Fig. 1: placement by cell class
Scale bar: 20 um.
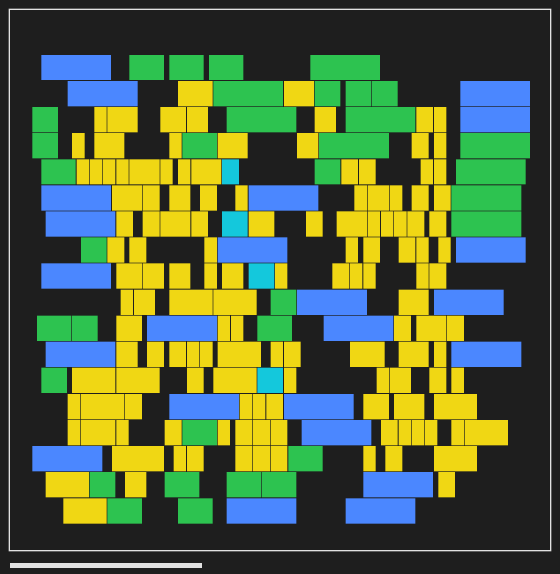
Fig. 2: met1 routing
Supply wires on this layer in grey.
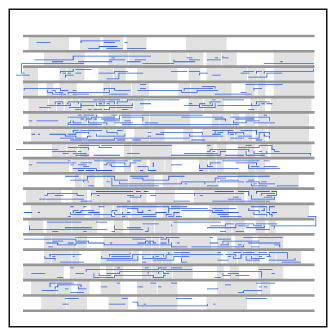
Fig. 3: clock routing
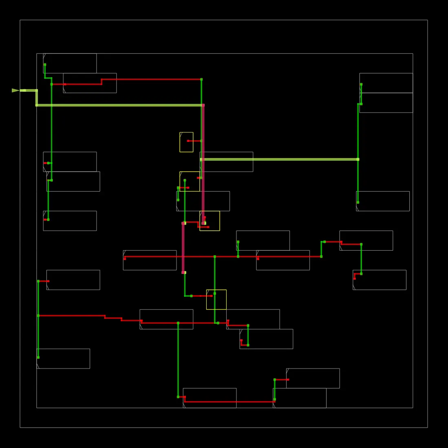
## src/rtl/addsub_acc_sequencer_pkg.sv

```systemverilog
`default_nettype none
// ============================================================================
// Module      : addsub_acc_sequencer_pkg
// Description : Command opcodes and sequencer state encodings shared by the
//               accumulator sequencer and its flag logic.
// Revision    : 1.0 - initial release
// ============================================================================
package addsub_acc_sequencer_pkg;

    localparam logic [1:0] OP_LOAD = 2'b00;
    localparam logic [1:0] OP_ADD  = 2'b01;
    localparam logic [1:0] OP_SUB  = 2'b10;
    localparam logic [1:0] OP_MUL  = 2'b11;

    localparam logic [1:0] ST_IDLE     = 2'd0;
    localparam logic [1:0] ST_EXEC     = 2'd1;
    localparam logic [1:0] ST_MUL_LOOP = 2'd2;
    localparam logic [1:0] ST_RESP     = 2'd3;

endpackage
`default_nettype wire

```

## src/rtl/addsub_flags.sv

```systemverilog
`default_nettype none
// ============================================================================
// Module      : addsub_flags
// Description : Signed-overflow and zero flags for one adder-subtractor pass.
// Revision    : 1.0 - initial release
// ============================================================================
module addsub_flags #(
    parameter int WIDTH = 4
) (
    input  logic [WIDTH-1:0] i_a,
    input  logic [WIDTH-1:0] i_b,
    input  logic             i_m,
    input  logic [WIDTH-1:0] i_sum,
    output logic             o_v,
    output logic             o_z
);

    logic w_a_msb;
    logic w_b_msb;
    logic w_s_msb;

    assign w_a_msb = i_a[WIDTH-1];
    assign w_b_msb = i_b[WIDTH-1];
    assign w_s_msb = i_sum[WIDTH-1];

    // Subtraction overflows only when operand signs differ; addition only when they match.
    assign o_v = (i_m ? (w_a_msb != w_b_msb) : (w_a_msb == w_b_msb)) & (w_s_msb != w_a_msb);
    assign o_z = (i_sum == '0);

endmodule
`default_nettype wire

```

## src/rtl/addsub_acc_sequencer.sv

```systemverilog
`default_nettype none
// ============================================================================
// Module      : addsub_acc_sequencer
// Description : LOAD/ADD/SUB/MUL accumulator controller driving an external
//               adder-subtractor, returning the result over valid/ready.
// Revision    : 1.0 - initial release
// ============================================================================
module addsub_acc_sequencer
    import addsub_acc_sequencer_pkg::*;
#(
    parameter int WIDTH = 4,
    parameter int CNT_W = 4
) (
    input  logic             clk,
    input  logic             rst,
    input  logic             cmd_valid,
    output logic             cmd_ready,
    input  logic [1:0]       cmd_op,
    input  logic [WIDTH-1:0] cmd_data,
    output logic [WIDTH-1:0] add_a,
    output logic [WIDTH-1:0] add_b,
    output logic             add_m,
    input  logic [WIDTH-1:0] add_sum,
    input  logic             add_cout,
    output logic             rsp_valid,
    input  logic             rsp_ready,
    output logic [WIDTH-1:0] rsp_acc,
    output logic             rsp_c,
    output logic             rsp_v,
    output logic             rsp_z
);

    localparam logic [CNT_W-1:0] c_cnt_one = CNT_W'(1);

    logic [1:0]       r_state;
    logic [1:0]       r_op;
    logic [WIDTH-1:0] r_data;
    logic [WIDTH-1:0] r_acc;
    logic [WIDTH-1:0] r_mcand;
    logic [CNT_W-1:0] r_cnt;
    logic             r_c;
    logic             r_v;
    logic             r_z;

    logic [WIDTH-1:0] w_add_a;
    logic [WIDTH-1:0] w_add_b;
    logic             w_add_m;
    logic             w_ovf;
    logic             w_sum_zero;

    // The adder is only steered during arithmetic cycles; otherwise its inputs rest at zero.
    always_comb begin
        w_add_a = '0;
        w_add_b = '0;
        w_add_m = 1'b0;
        if (r_state == ST_EXEC && (r_op == OP_ADD || r_op == OP_SUB)) begin
            w_add_a = r_acc;
            w_add_b = r_data;
            w_add_m = (r_op == OP_SUB);
        end else if (r_state == ST_MUL_LOOP) begin
            w_add_a = r_acc;
            w_add_b = r_mcand;
        end
    end

    addsub_flags #(
        .WIDTH (WIDTH)
    ) u_flags (
        .i_a   (w_add_a),
        .i_b   (w_add_b),
        .i_m   (w_add_m),
        .i_sum (add_sum),
        .o_v   (w_ovf),
        .o_z   (w_sum_zero)
    );

    always_ff @(posedge clk) begin
        if (rst) begin
            r_state <= ST_IDLE;
            r_op    <= OP_LOAD;
            r_data  <= '0;
            r_acc   <= '0;
            r_mcand <= '0;
            r_cnt   <= '0;
            r_c     <= 1'b0;
            r_v     <= 1'b0;
            r_z     <= 1'b1;
        end else begin
            case (r_state)
                ST_IDLE: begin
                    if (cmd_valid) begin
                        r_op    <= cmd_op;
                        r_data  <= cmd_data;
                        r_state <= ST_EXEC;
                    end
                end
                ST_EXEC: begin
                    case (r_op)
                        OP_LOAD: begin
                            r_acc   <= r_data;
                            r_c     <= 1'b0;
                            r_v     <= 1'b0;
                            r_z     <= (r_data == '0);
                            r_state <= ST_RESP;
                        end
                        OP_MUL: begin
                            r_mcand <= r_acc;
                            r_cnt   <= CNT_W'(r_data);
                            r_acc   <= '0;
                            r_c     <= 1'b0;
                            r_v     <= 1'b0;
                            r_z     <= 1'b1;
                            r_state <= (r_data != '0) ? ST_MUL_LOOP : ST_RESP;
                        end
                        default: begin
                            r_acc   <= add_sum;
                            r_c     <= add_cout;
                            r_v     <= w_ovf;
                            r_z     <= w_sum_zero;
                            r_state <= ST_RESP;
                        end
                    endcase
                end
                ST_MUL_LOOP: begin
                    // Carry and overflow are sticky across the repeated additions.
                    r_acc <= add_sum;
                    r_c   <= r_c | add_cout;
                    r_v   <= r_v | w_ovf;
                    r_z   <= w_sum_zero;
                    r_cnt <= r_cnt - c_cnt_one;
                    if (r_cnt == c_cnt_one) begin
                        r_state <= ST_RESP;
                    end
                end
                ST_RESP: begin
                    if (rsp_ready) begin
                        r_state <= ST_IDLE;
                    end
                end
                default: r_state <= ST_IDLE;
            endcase
        end
    end

    assign cmd_ready = (r_state == ST_IDLE);
    assign rsp_valid = (r_state == ST_RESP);
    assign rsp_acc   = r_acc;
    assign rsp_c     = r_c;
    assign rsp_v     = r_v;
    assign rsp_z     = r_z;
    assign add_a     = w_add_a;
    assign add_b     = w_add_b;
    assign add_m     = w_add_m;

endmodule
`default_nettype wire

```

## config.mk

```make
export PLATFORM = sky130hd
export DESIGN_NAME = addsub_acc_sequencer
export DESIGN_NICKNAME = d
export VERILOG_FILES = /design/src/rtl/addsub_acc_sequencer_pkg.sv /design/src/rtl/addsub_flags.sv /design/src/rtl/addsub_acc_sequencer.sv
export SDC_FILE = /design/constraint.sdc
export NUM_CORES = 1
export LEC_CHECK = 0
export CORE_MARGIN = 2
export CORE_UTILIZATION = 48
export DETAILED_ROUTE_END_ITERATION = 12
export PLACE_DENSITY_LB_ADDON = 0.05
export SLEW_MARGIN = 25
export SYNTH_ARGS = -nofsm -noshare
export SYNTH_HDL_FRONTEND = slang
export SYNTH_HIERARCHICAL = 1
export SYNTH_SLANG_ARGS = --single-unit
```

## constraint.sdc

```tcl
create_clock -name clk -period 2.5 [get_ports clk]
set_input_delay 0.375 -clock clk [delete_from_list [all_inputs] [get_ports clk]]
set_output_delay 0.375 -clock clk [all_outputs]
set_load 0.1 [all_outputs]
```

==> flow_summary.json <==
{
  "p_seq_share_pct": 28.1,
  "rows": 18,
  "ys_seq_share_pct": 35.0,
  "dp_slack_ns": 0.393,
  "critPathLaunchType": "register",
  "final_common_cell": "nand2_1",
  "port-buffer-count": 32,
  "p_sw_mw": 1.02,
  "clock-sinks": 23,
  "largest_cell_class": "combinational gates",
  "total_power_mw": 1.86,
  "status": "finished, final reports clean",
  "synth_nets": 193,
  "top_power_group": "combinational logic",
  "fin_crit_ns": 2.36,
  "p_clk_share_pct": 9.6,
  "drc_errors": 0,
  "utilization_pct": 68.3,
  "n_all_buffers": 34,
  "finalMaxSlewViolations": 0,
  "ant_nets": 0,
  "yosysUniqueCellTypes": 35
}
## Picture notes: Fig. 1
| class | colour | cells | share of their area |
|---|---|---|---|
| remaining logic cells | yellow | 136 | 48% |
| clock drivers and dummy loads | cyan | 4 | 1.6% |
| remaining buffers and delay cells | green | 34 | 24% |
| sequential cells | blue | 23 | 27% |

## Picture notes: Fig. 2
main direction: horizontal
longest straight run: 27.1 um
share of all routed wire: 44%
wire length on this layer: 1440 um

## Picture notes: Fig. 3
Seq Cell Count: 23
clk_lat worst skew: 0.32 ns
# clk buffers: 3

routing by layer:
layer	share of wire [%]	global-route usage [%]	vias up
li1	-	-	637
met1	44	26.6	583
met2	49	36.8	45
met3	6.4	2.07	4
met4	0.70	5.44	0
met5	0	0	-
flip-flops by register name, indices dropped and copies added (netlist names):
register  count
r_data        4
r_op          2
r_state       2
rsp_z         1
rsp_c         1
rsp_acc       4
r_cnt         4
rsp_v         1
r_mcand       4
final timing paths:
| check | endpoint | slack (ns) | cells past startpoint |
|---|---|---|---|
| hold reg to reg | r_mcand[3] | 0.48 | 2 |
| setup / recovery | add_a[0] | 0.14 | 5 |
| hold / removal | r_mcand[3] | 0.48 | 2 |
| setup reg to reg | rsp_v | 0.48 | 9 |
